$ cat src/rtl/dma_dreq_frontend_pkg.sv
// Shared definitions for the DMA DREQ front end.
// Optional glitch filter is selected with DMA_DREQ_FILTER_EN (see dma_dreq_chan).
package dma_pkg;

  localparam int unsigned NUM_CH_DEF = 4;

  typedef enum logic [1:0] {
    CH_IDLE,
    CH_PENDING,
    CH_SERVICE
  } chan_state_t;

endpackage

$ cat src/rtl/dma_dreq_frontend_if.sv
// Request/acknowledge bundle between peripherals, controller and the DREQ front end.
// master: drives requests, sense bits, DACK, mode and overrun clear; slave: the front end.
interface dma_dreq_frontend_if
  import dma_pkg::*;
#(
  parameter int unsigned NUM_CH = NUM_CH_DEF
);

  logic [NUM_CH-1:0] dreq_in;
  logic              dreq_sense_low;
  logic [NUM_CH-1:0] dack;
  logic              dack_sense_hi;
  logic [NUM_CH-1:0] edge_mode;
  logic [NUM_CH-1:0] ovr_clr;
  logic [NUM_CH-1:0] dreq_out;
  logic [NUM_CH-1:0] pending;
  logic [NUM_CH-1:0] overrun;

  modport master (
    output dreq_in, dreq_sense_low, dack, dack_sense_hi, edge_mode, ovr_clr,
    input  dreq_out, pending, overrun
  );

  modport slave (
    input  dreq_in, dreq_sense_low, dack, dack_sense_hi, edge_mode, ovr_clr,
    output dreq_out, pending, overrun
  );

endinterface

$ cat src/rtl/dma_dreq_frontend_chan.sv
// One DREQ channel: synchronizer, polarity fold, optional glitch filter
// (DMA_DREQ_FILTER_EN) and the level/edge request FSM with registered outputs.
module dma_dreq_chan
  import dma_pkg::*;
#(
  parameter int unsigned SYNC_STAGES = 2
`ifdef DMA_DREQ_FILTER_EN
  ,
  parameter int unsigned FILTER_CYCLES = 3
`endif
) (
  input  logic clk,
  input  logic rst,
  input  logic dreqRaw,
  input  logic dreqSenseLow,
  input  logic dackAct,
  input  logic edgeMode,
  input  logic ovrClr,
  output logic dreqOut,
  output logic pending,
  output logic overrun
);

  logic [SYNC_STAGES-1:0] syncQ;
  logic                   normLvl;
  logic                   req;
  logic                   reqPrev;
  logic                   reqEdge;
  logic                   modePrev;
  logic                   rearm;
  chan_state_t            state;

  // Synchronizer chain; resets to the raw level that means "inactive"
  always_ff @(posedge clk) begin
    if (rst) begin
      syncQ <= {SYNC_STAGES{dreqSenseLow}};
    end else begin
      syncQ <= {syncQ[SYNC_STAGES-2:0], dreqRaw};
    end
  end

  assign normLvl = syncQ[SYNC_STAGES-1] ^ dreqSenseLow;

`ifdef DMA_DREQ_FILTER_EN
  localparam int unsigned CntW = $clog2(FILTER_CYCLES + 1);

  logic [CntW-1:0] fltCnt;
  logic            fltLvl;

  // Accept a new level only after FILTER_CYCLES consecutive differing samples
  always_ff @(posedge clk) begin
    if (rst) begin
      fltCnt <= '0;
      fltLvl <= 1'b0;
    end else if (normLvl == fltLvl) begin
      fltCnt <= '0;
    end else if (fltCnt == CntW'(FILTER_CYCLES - 1)) begin
      fltLvl <= normLvl;
      fltCnt <= '0;
    end else begin
      fltCnt <= fltCnt + 1'b1;
    end
  end

  assign req = fltLvl;
`else
  assign req = normLvl;
`endif

  assign reqEdge = req & ~reqPrev;

  // Request FSM; overrun default clears on ovrClr, later set assignments win
  always_ff @(posedge clk) begin
    if (rst) begin
      state    <= CH_IDLE;
      rearm    <= 1'b0;
      dreqOut  <= 1'b0;
      pending  <= 1'b0;
      overrun  <= 1'b0;
      reqPrev  <= 1'b0;
      modePrev <= edgeMode;
    end else begin
      reqPrev  <= req;
      modePrev <= edgeMode;
      overrun  <= overrun & ~ovrClr;
      if (edgeMode != modePrev) begin
        state   <= CH_IDLE;
        rearm   <= 1'b0;
        pending <= 1'b0;
        dreqOut <= edgeMode ? 1'b0 : req;
      end else if (!edgeMode) begin
        state   <= CH_IDLE;
        rearm   <= 1'b0;
        pending <= 1'b0;
        dreqOut <= req;
      end else begin
        unique case (state)
          CH_IDLE: begin
            if (reqEdge) begin
              state   <= CH_PENDING;
              dreqOut <= 1'b1;
              pending <= 1'b1;
            end
          end
          CH_PENDING: begin
            if (reqEdge) overrun <= 1'b1;
            if (dackAct) begin
              state   <= CH_SERVICE;
              dreqOut <= 1'b0;
              pending <= 1'b0;
            end
          end
          CH_SERVICE: begin
            if (reqEdge && rearm) overrun <= 1'b1;
            if (!dackAct) begin
              rearm <= 1'b0;
              if (rearm || reqEdge) begin
                state   <= CH_PENDING;
                dreqOut <= 1'b1;
                pending <= 1'b1;
              end else begin
                state   <= CH_IDLE;
                pending <= 1'b0;
              end
            end else if (reqEdge) begin
              rearm   <= 1'b1;
              pending <= 1'b1;
            end
          end
          default: begin
            state   <= CH_IDLE;
            rearm   <= 1'b0;
            dreqOut <= 1'b0;
            pending <= 1'b0;
          end
        endcase
      end
    end
  end

endmodule

$ cat src/rtl/dma_dreq_frontend.sv
// DREQ front end top: DACK polarity fold and per-channel instances.
// Define DMA_DREQ_FILTER_EN to enable the per-channel glitch filter.
module dma_dreq_frontend
  import dma_pkg::*;
#(
  parameter int unsigned NUM_CH        = NUM_CH_DEF,
  parameter int unsigned SYNC_STAGES   = 2,
  parameter int unsigned FILTER_CYCLES = 3
) (
  input logic                CLK,
  input logic                RESET,
  dma_dreq_frontend_if.slave bus
);

  localparam bit CfgOk = (SYNC_STAGES >= 2) && (SYNC_STAGES <= 3) && (FILTER_CYCLES >= 1);

  logic [NUM_CH-1:0] dackAct;

  assign dackAct = ~(bus.dack ^ {NUM_CH{bus.dack_sense_hi}});

  cfgLegal: assert property (@(posedge CLK) CfgOk);

  for (genvar i = 0; i < NUM_CH; i++) begin : gChan
    dma_dreq_chan #(
      .SYNC_STAGES(SYNC_STAGES)
`ifdef DMA_DREQ_FILTER_EN
      ,
      .FILTER_CYCLES(FILTER_CYCLES)
`endif
    ) uChan (
      .clk         (CLK),
      .rst         (RESET),
      .dreqRaw     (bus.dreq_in[i]),
      .dreqSenseLow(bus.dreq_sense_low),
      .dackAct     (dackAct[i]),
      .edgeMode    (bus.edge_mode[i]),
      .ovrClr      (bus.ovr_clr[i]),
      .dreqOut     (bus.dreq_out[i]),
      .pending     (bus.pending[i]),
      .overrun     (bus.overrun[i])
    );
  end

endmodule

$ cat src/flat_wrapper.sv
// flat-port wrapper written by rule: the top's interface ports become plain ports
module dma_dreq_frontend_flat import dma_pkg::*;
#(
  parameter int unsigned NUM_CH        = NUM_CH_DEF,
  parameter int unsigned SYNC_STAGES   = 2,
  parameter int unsigned FILTER_CYCLES = 3
)
  (CLK, RESET, bus_dreq_in, bus_dreq_sense_low, bus_dack, bus_dack_sense_hi, bus_edge_mode, bus_ovr_clr, bus_dreq_out, bus_pending, bus_overrun);
  dma_dreq_frontend_if #(.NUM_CH(NUM_CH)) bus_i ();
  input logic CLK;
  input logic RESET;
  input wire logic [$bits(bus_i.dreq_in)-1:0] bus_dreq_in;
  input wire logic [$bits(bus_i.dreq_sense_low)-1:0] bus_dreq_sense_low;
  input wire logic [$bits(bus_i.dack)-1:0] bus_dack;
  input wire logic [$bits(bus_i.dack_sense_hi)-1:0] bus_dack_sense_hi;
  input wire logic [$bits(bus_i.edge_mode)-1:0] bus_edge_mode;
  input wire logic [$bits(bus_i.ovr_clr)-1:0] bus_ovr_clr;
  output wire logic [$bits(bus_i.dreq_out)-1:0] bus_dreq_out;
  output wire logic [$bits(bus_i.pending)-1:0] bus_pending;
  output wire logic [$bits(bus_i.overrun)-1:0] bus_overrun;
  assign bus_i.dreq_in = bus_dreq_in;
  assign bus_i.dreq_sense_low = bus_dreq_sense_low;
  assign bus_i.dack = bus_dack;
  assign bus_i.dack_sense_hi = bus_dack_sense_hi;
  assign bus_i.edge_mode = bus_edge_mode;
  assign bus_i.ovr_clr = bus_ovr_clr;
  assign bus_dreq_out = bus_i.dreq_out;
  assign bus_pending = bus_i.pending;
  assign bus_overrun = bus_i.overrun;
  dma_dreq_frontend #(.NUM_CH(NUM_CH), .SYNC_STAGES(SYNC_STAGES), .FILTER_CYCLES(FILTER_CYCLES)) u_core (.CLK(CLK), .RESET(RESET), .bus(bus_i));
endmodule
$ cat config.mk
export PLATFORM = sky130hd
export DESIGN_NAME = dma_dreq_frontend_flat
export DESIGN_NICKNAME = d
export VERILOG_FILES = /design/src/rtl/dma_dreq_frontend_pkg.sv /design/src/rtl/dma_dreq_frontend_if.sv /design/src/rtl/dma_dreq_frontend_chan.sv /design/src/rtl/dma_dreq_frontend.sv /design/src/flat_wrapper.sv
export SDC_FILE = /design/constraint.sdc
export NUM_CORES = 1
export LEC_CHECK = 0
export CAP_MARGIN = 20
export CORE_UTILIZATION = 49
export DETAILED_ROUTE_END_ITERATION = 10
export PLACE_DENSITY = 0.76
export SYNTH_ARGS = -nofsm -noshare
export SYNTH_HDL_FRONTEND = slang
export SYNTH_SLANG_ARGS = --single-unit
export TNS_END_PERCENT = 1
$ cat constraint.sdc
create_clock -name CLK -period 1.6 [get_ports CLK]
set_input_delay 0.32 -clock CLK [delete_from_list [all_inputs] [get_ports CLK]]
set_output_delay 0.32 -clock CLK [all_outputs]
set_load 0.02 [all_outputs]
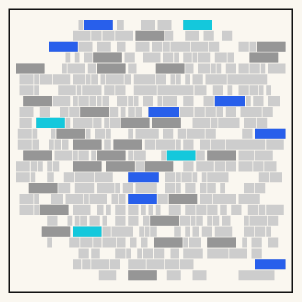
Figure 1: run 1, register map, names as in the netlist.
Drawn at 4 px/um. Other sequential cells in the stronger grey, the rest of the logic in the fainter grey.
Key: u_core.gChan.uChan.modePrev = cyan [flops 4]; u_core.gChan.uChan.state = blue [flops 8, where spread over the die]

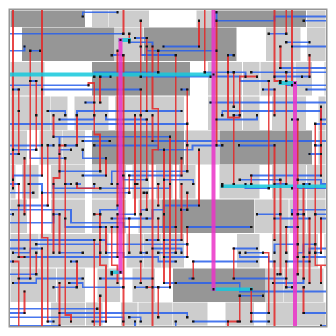
Figure 2: run 1, layout detail.
Region (23, 9) to (48, 34) um. Cells in grey, sequential cells in the stronger grey; small squares are vias.
Key: met3 = cyan; met2 = red; met4 = magenta; met1 = blue
Most frequent: buf_4 (10), nor2_1 (6), dfxtp_1 (6). 61 logic cells have their middle in the window. Sequential cells in the window: 7. Netlist names of flops here include u_core.gChan.uChan.rearm (2), u_core.gChan.uChan.state (2).

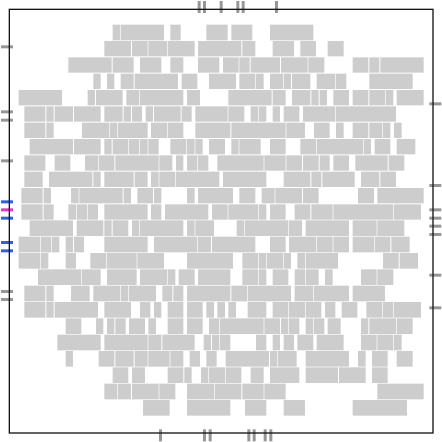
Figure 3: run 1, I/O pins on the die edge.
Drawn at 6 px/um. Pins as bars across the die edge, other pins in grey.
Key: bus_dreq_in = blue [pins 4, direction input, edge left]; bus_dreq_sense_low = magenta [pins 1, direction input, edge left]
All pins by edge: 11 left, 8 right, 7 bottom, 6 top.

==> metrics.csv, run 1 <==
stage;metric;value;unit
sta;setup_viol;1;
drt;drc;0;
sta;slew-limit-headroom;82.81;%
worst_setup_path;crit_path_start;u_core.gChan[2].uChan.state[0];
power_and_ir_drop;p_total;2.396;mW
drt;drt_first_pass_iters;4;
logic_synthesis;top_cell_area_share;34.95;%
logic_synthesis;yosysMostFrequentCell;dfxtp_1;
worst_setup_path;r2r_end;u_core.gChan[2].uChan.state[0];
clocking;post_cts_resized;12;
final_layout;post-route-util;72.59;%
final_layout;mostFrequentLayoutCells;buf_4, dfxtp_1, nor2_1;
clocking;clkSinkCount;40;
worst_setup_path;critPathMaxFanout;3;
logic_synthesis;fa_ha_area_share;13.11;%
floorplan;die_height;70.38;um
power_and_ir_drop;peakVddDrop;0.6062;mV
sta;tns;-20.16;ps
logic_synthesis;common_cells;dfxtp_1, nor2_1, inv_1, ha_1, o21ai_0;
worst_setup_path;reg2reg_slack;-20;ps
sta;hold_violations;0;
job;tool_warnings;45;
worst_setup_path;path_buffers;2;
clocking;post_cts_buffers;1;
worst_setup_path;r2r-start;u_core.gChan[2].uChan.state[0];
worst_hold_path;hp-class;in2reg;
drt;wl_per_cell;13.53;um
worst_setup_path;start_kind;flip-flop;
worst_setup_path;cp.arrival;1850;ps
logic_synthesis;yosys.stat.chipArea;2291;um^2
final_layout;top_regs;u_core.gChan.uChan.state x8, u_core.gChan.uChan.syncQ x8;
grt;grt_first_pass_wirelength;8714;um
logic_synthesis;ys.flops;40;
run_status;outcome;finished with violations;
worst_setup_path;cp-end-kind;flip-flop;
placed_design;dp_cells;385;
grt;grt_usage;22.30;%
final_layout;fin_nets;385;
logic_synthesis;simple_gate_share;13.93;%
placed_design;dp_hpwl;3981;um
clocking;clkLatencyLatePin;300;ps
floorplan;io_pins;32;
logic_synthesis;topCombFamilyByArea;AND-OR/OR-AND gates;
placed_design;gp_congestion;0.8473;
clocking;htreeDepth;2;
floorplan;rows;24;
clocking;root_buffer;clkbuf_8;
logic_synthesis;largest_area_cell;dfxtp_1;
final_layout;antenna_cells;0;
worst_setup_path;setup.worst_path.class;reg2reg;
drt;antenna_left;0;
logic_synthesis;synthCells;266;
clocking;cts_inserted_buffers;5;
worst_setup_path;critical_path.max_stage_delay;460;ps
placed_design;placed_cell_area;3004;um^2
logic_synthesis;ys_sh_xor;3.441;%
floorplan;die_x;70.38;um
final_layout;drive_above_1_share;25.73;%
logic_synthesis;yosys_warnings;0;
logic_synthesis;synth-main-ff-cell;dfxtp_1;
sta;worst_slew_pin_slew;256.8;ps
worst_setup_path;reg2reg_depth;6;
clocking;ctsHoldBuffers;0;
logic_synthesis;postSynthAreaPerCell;8.613;um^2
clocking;tritoncts;built;
floorplan;coreArea;4414;um^2
worst_setup_path;crit_end;u_core.gChan[2].uChan.state[0];
worst_hold_path;min_path_cells;2;
logic_synthesis;ys_sh_aoi;20.70;%
run_status;violations;setup timing;
clocking;clock_path_buffers;2;
worst_setup_path;path_delay_family;simple AND/OR/NAND/NOR gates;
final_layout;fin_cells;394;
logic_synthesis;topCellsByArea;dfxtp_1, ha_1, nor2_1, inv_1, buf_4;
worst_setup_path;worstSetupPathDepth;6;
logic_synthesis;synthArstFlopShare;0;%
logic_synthesis;fp_nets;310;
final_layout;area_delta_synth_final;39.87;%
drt;wirelength;5332;um
worst_hold_path;hold_path_end;u_core.gChan[0].uChan.modePrev;
sta;period_minus_slack;1620;ps
sta;setup_slack;-20.16;ps
logic_synthesis;ys_seq_share;34.95;%
power_and_ir_drop;cellLeakagePower;1.506;nW
worst_setup_path;crit_path_cell_trace;inv_2, ha_4, buf_4, mux2_4, or4_1, a21boi_1;
placed_design;dpl_worst_slack;-520.9;ps
drt;vias;2108;
-- run 1: power by group --
group / switching [mW] / internal [mW]
Combinational: 0.280 / 0.322
Clock: 0.360 / 0.352
Sequential: 0.0316 / 1.05
Total: 0.671 / 1.73
-- run 1: cell type report --
| class | instances | area [um^2] |
|---|---|---|
| clock buffer | 8 | 90.09 |
| timing repair buffer | 85 | 737.0 |
| sequential | 40 | 807.0 |
| inverter | 27 | 101.3 |
| fill | 320 | 1210 |
| multi-input combinational | 182 | 1404 |
| tap | 52 | 65.06 |
-- run 1: metal layers --
| metal | GRT usage, % | vias up | routed length, um |
|---|---|---|---|
| li1 | - | 1059 | - |
| met1 | 26.12 | 986 | 2361 |
| met2 | 38.41 | 49 | 2632 |
| met3 | 5.195 | 14 | 204 |
| met4 | 9.778 | 0 | 133 |
| met5 | 0 | - | 0 |
--- run 2 (diff from run 1) ---
--- a/config.mk
+++ b/config.mk
@@ -9,6 +9,7 @@
 export CORE_UTILIZATION = 49
 export DETAILED_ROUTE_END_ITERATION = 10
 export PLACE_DENSITY = 0.76
+export REMOVE_ABC_BUFFERS = 1
 export SYNTH_ARGS = -nofsm -noshare
 export SYNTH_HDL_FRONTEND = slang
 export SYNTH_SLANG_ARGS = --single-unit
==> metrics.csv, run 2 <==
stage;metric;value;unit;change
run_status;outcome;finished with violations;;unchanged
run_status;violations;setup timing;;unchanged
drt;drt_first_pass_iters;5;;was 4
drt;met1Wirelength;2290;um;was 2361 um
drt;vias;2045;;was 2108
logic_synthesis;postSynthAreaPerCell;8.613;um^2;unchanged
clocking;root_buffer;clkbuf_8;;unchanged
sta;period_minus_slack;1605;ps;was 1620 ps
worst_setup_path;start_kind;flip-flop;;unchanged
worst_setup_path;worstSetupPathDepth;5;;was 6
sta;setup_viol;1;;unchanged
worst_setup_path;r2r-start;u_core.gChan[2].uChan.state[0];;unchanged
clocking;clkSinkCount;40;;unchanged
final_layout;fillers;343;;was 320
final_layout;antenna_cells;0;;unchanged
worst_setup_path;r2r_end;u_core.gChan[2].uChan.state[0];;unchanged
drt;drc;0;;unchanged
sta;worst_slew_pin_slew;360.4;ps;was 256.8 ps
logic_synthesis;top_cell_area_share;34.95;%;unchanged
worst_setup_path;path_buffers;1;;was 2
logic_synthesis;yosysMostFrequentCell;dfxtp_1;;unchanged
logic_synthesis;fa_ha_area_share;13.11;%;unchanged
worst_setup_path;cp.arrival;1840;ps;was 1850 ps
drt;antenna_left;0;;unchanged
worst_setup_path;path_delay_family;simple AND/OR/NAND/NOR gates;;unchanged
floorplan;rows;24;;unchanged
logic_synthesis;ys_sh_aoi;20.70;%;unchanged
worst_setup_path;crit_path_cell_trace;buf_4, ha_4, mux2_4, or4_4, a21boi_2;;was inv_2, ha_4, buf_4, mux2_4, or4_1, a21boi_1
worst_setup_path;reg2reg_slack;-5;ps;was -20 ps
power_and_ir_drop;p_total;2.407;mW;was 2.396 mW
logic_synthesis;ys_sh_xor;3.441;%;unchanged
final_layout;top_regs;u_core.gChan.uChan.state x8, u_core.gChan.uChan.syncQ x8;;unchanged
job;tool_warnings;43;;was 45
floorplan;die_x;70.38;um;unchanged
logic_synthesis;ys.flops;40;;unchanged
clocking;clkLatencyLatePin;300;ps;about the same
sta;tns;-4.838;ps;was -20.16 ps
logic_synthesis;largest_area_cell;dfxtp_1;;unchanged
worst_setup_path;critPathMaxFanout;4;;was 3
floorplan;io_pins;32;;unchanged
placed_design;dp_cells;382;;was 385
worst_setup_path;cp-end-kind;flip-flop;;unchanged
grt;grt_first_pass_wirelength;8728;um;was 8714 um
logic_synthesis;synth-main-ff-cell;dfxtp_1;;unchanged
sta;setup_slack;-4.838;ps;was -20.16 ps
logic_synthesis;yosys.stat.chipArea;2291;um^2;unchanged
logic_synthesis;simple_gate_share;13.93;%;unchanged
## run 2: cell type report
cell class              count  area share (%)
clock buffers               7           3.047
inverters                  27           3.205
flip-flops and latches     40           25.72
well taps                  52           2.058
multi-input cells         182           43.89
repair buffers             82           22.08
## run 2: power breakdown
group | total (mW) | internal (mW) | switching (mW) | leakage [nW]
clock | 0.743 | 0.384 | 0.359 | 0.0503
combinational | 0.585 | 0.314 | 0.271 | 1.08
sequential | 1.08 | 1.05 | 0.0309 | 0.333
total | 2.41 | 1.75 | 0.661 | 1.47
## run 2: repair_timing
action,4_1_cts,5_1_grt
pin swaps,2,5
resized,21,26
buffers inserted,1,0
setup endpoints to repair,18,17
## run 2: routing by layer
metal  up-vias  track usage, %
li1       1047               -
met1       951           25.60
met2        38           38.84
met3         9           5.772
met4         0           9.333
met5         -               0
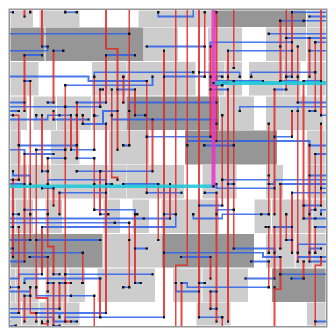
Figure 4: run 2, layout detail.
Region (23, 9) to (48, 34) um. Cells in grey, sequential cells in the stronger grey; small squares are vias.
Key: met2 = red; met1 = blue; met4 = magenta; met3 = cyan
Most frequent: nor2_1 (8), buf_4 (6). Sequential cells in the window: 6. Netlist names of flops here include u_core.gChan.uChan.state (2). 55 logic cells have their middle in the window.

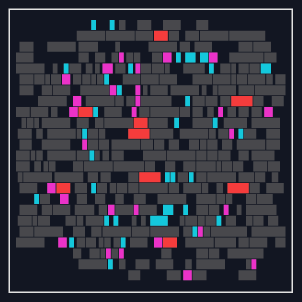
Figure 5: run 2, gate families picked out.
Drawn at 4 px/um.
Key: NOR gates = cyan [cells 33]; multiplexers = red [cells 9]; NAND gates = magenta [cells 28]

--- run 3 (diff from run 2) ---
--- a/config.mk
+++ b/config.mk
@@ -7,6 +7,7 @@
 export LEC_CHECK = 0
 export CAP_MARGIN = 20
 export CORE_UTILIZATION = 49
+export CTS_CLUSTER_DIAMETER = 50
 export DETAILED_ROUTE_END_ITERATION = 10
 export PLACE_DENSITY = 0.76
 export REMOVE_ABC_BUFFERS = 1
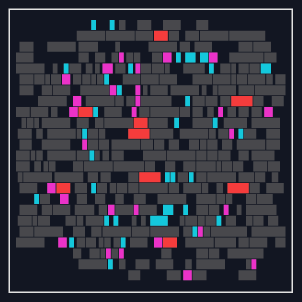
Figure 6: run 3, gate families picked out.
Drawn at 4 px/um.
Key: NOR gates = cyan [cells 33]; NAND gates = magenta [cells 28]; multiplexers = red [cells 9]

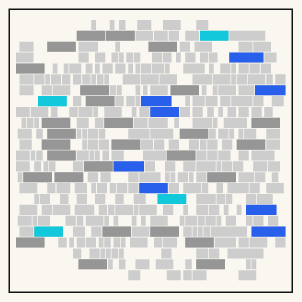
Figure 7: run 3, register map, names as in the netlist.
Drawn at 4 px/um. Other sequential cells in the stronger grey, the rest of the logic in the fainter grey.
Key: u_core.gChan.uChan.state = blue [flops 8]; u_core.gChan.uChan.modePrev = cyan [flops 4]
Another 28 sequential cells are not coloured.

==> metrics.csv, run 3 <==
stage;metric;value;unit;change
run_status;outcome;finished with violations;;unchanged
run_status;violations;setup timing;;unchanged
logic_synthesis;synthCells;266;;unchanged
worst_setup_path;cp.arrival;1840;ps;about the same
worst_setup_path;critPathMaxFanout;4;;unchanged
final_layout;nonClockBufferCount;82;;unchanged
final_layout;inverters;27;;unchanged
power_and_ir_drop;seqPwrFrac;44.8;%;about the same
worst_setup_path;reg2reg_depth;5;;unchanged
placed_design;dp_cells;382;;unchanged
worst_setup_path;setup.worst_path.class;reg2reg;;unchanged
power_and_ir_drop;maxPowerGroup;sequential cells;;unchanged
grt;met3_usage;5.772;%;unchanged
clocking;cts_inserted_buffers;5;;unchanged
clocking;clkSinkCount;40;;unchanged
sta;period_minus_slack;1605;ps;unchanged
worst_setup_path;path_delay_family;simple AND/OR/NAND/NOR gates;;unchanged
final_layout;ff_count;40;;unchanged
final_layout;regArea;813.3;um^2;unchanged
drt;wl_per_cell;13.32;um;unchanged
worst_setup_path;crit_end;u_core.gChan[2].uChan.state[0];;unchanged
worst_hold_path;min_path_cells;2;;unchanged
logic_synthesis;yosys.stat.chipArea;2291;um^2;unchanged
placed_design;gp_congestion;0.8093;;unchanged
logic_synthesis;ys_seq_share;34.95;%;unchanged
worst_setup_path;critical_path.max_stage_delay;510;ps;about the same
final_layout;dominant_cells;multi-input combinational cells;;unchanged
final_layout;post-route-util;71.63;%;unchanged
logic_synthesis;postSynthAreaPerCell;8.613;um^2;unchanged
grt;grtUsageMet2;38.84;%;unchanged
job;tool_warnings;43;;unchanged
power_and_ir_drop;p_total;2.407;mW;unchanged
power_and_ir_drop;power_frac_clock;30.9;%;about the same
logic_synthesis;largest_area_cell;dfxtp_1;;unchanged
placed_design;placed_cell_area;2928;um^2;unchanged
drt;route.met3.wl;181;um;unchanged
clocking;root_buffer;clkbuf_8;;unchanged
final_layout;fin_cells;390;;unchanged
floorplan;rows;24;;unchanged
sta;tns;-4.838;ps;unchanged
logic_synthesis;yosys_warnings;0;;unchanged
final_layout;drive_above_1_share;26.33;%;unchanged
drt;vias;2045;;unchanged
power_and_ir_drop;peakVddDrop;0.4427;mV;unchanged
clocking;tritoncts;built;;unchanged
grt;grt_usage;22.31;%;unchanged
placed_design;dp_hpwl;3769;um;unchanged
logic_synthesis;synth-main-ff-cell;dfxtp_1;;unchanged
sta;setup_slack;-4.838;ps;unchanged
worst_setup_path;worstSetupPathDepth;5;;unchanged
sta;setup_viol;1;;unchanged
logic_synthesis;ys.flops;40;;unchanged
power_and_ir_drop;swShare;27.47;%;unchanged
final_layout;bufAreaShareNonClock;22.08;%;unchanged
power_and_ir_drop;comb_power_share;24.3;%;about the same
worst_hold_path;hold_path_end;u_core.gChan[0].uChan.modePrev;;unchanged
final_layout;antenna_cells;0;;unchanged
power_and_ir_drop;cellLeakagePower;1.465;nW;unchanged
final_layout;comb.multi_input.count;182;;unchanged
final_layout;clkbuf_count;7;;unchanged
final_layout;combGateArea;1388;um^2;unchanged
==> run 3: logic make-up (layout without fill, tap and decap cells) <==
family          count (synthesis)  after routing  synth area share (%)
flops                          40             40                 34.95
buf+inv                        44            116                 9.393
xor+xnor                        9              9                 3.440
fa+ha+maj                      24             24                 13.11
compound gates                 74             74                 20.70
mux                             9              9                 4.478
simple gates                   66             66                 13.93
==> run 3: repair_timing <==
| item | in CTS | in global routing |
|---|---|---|
| setup buffers | 1 | 0 |
| resized | 21 | 26 |
| cloned | 0 | 0 |
| pin swaps | 2 | 5 |
| endpoints found under the setup margin | 18 | 17 |
| hold buffers | 0 | 0 |
Power is estimated from default activity; no workload was simulated.
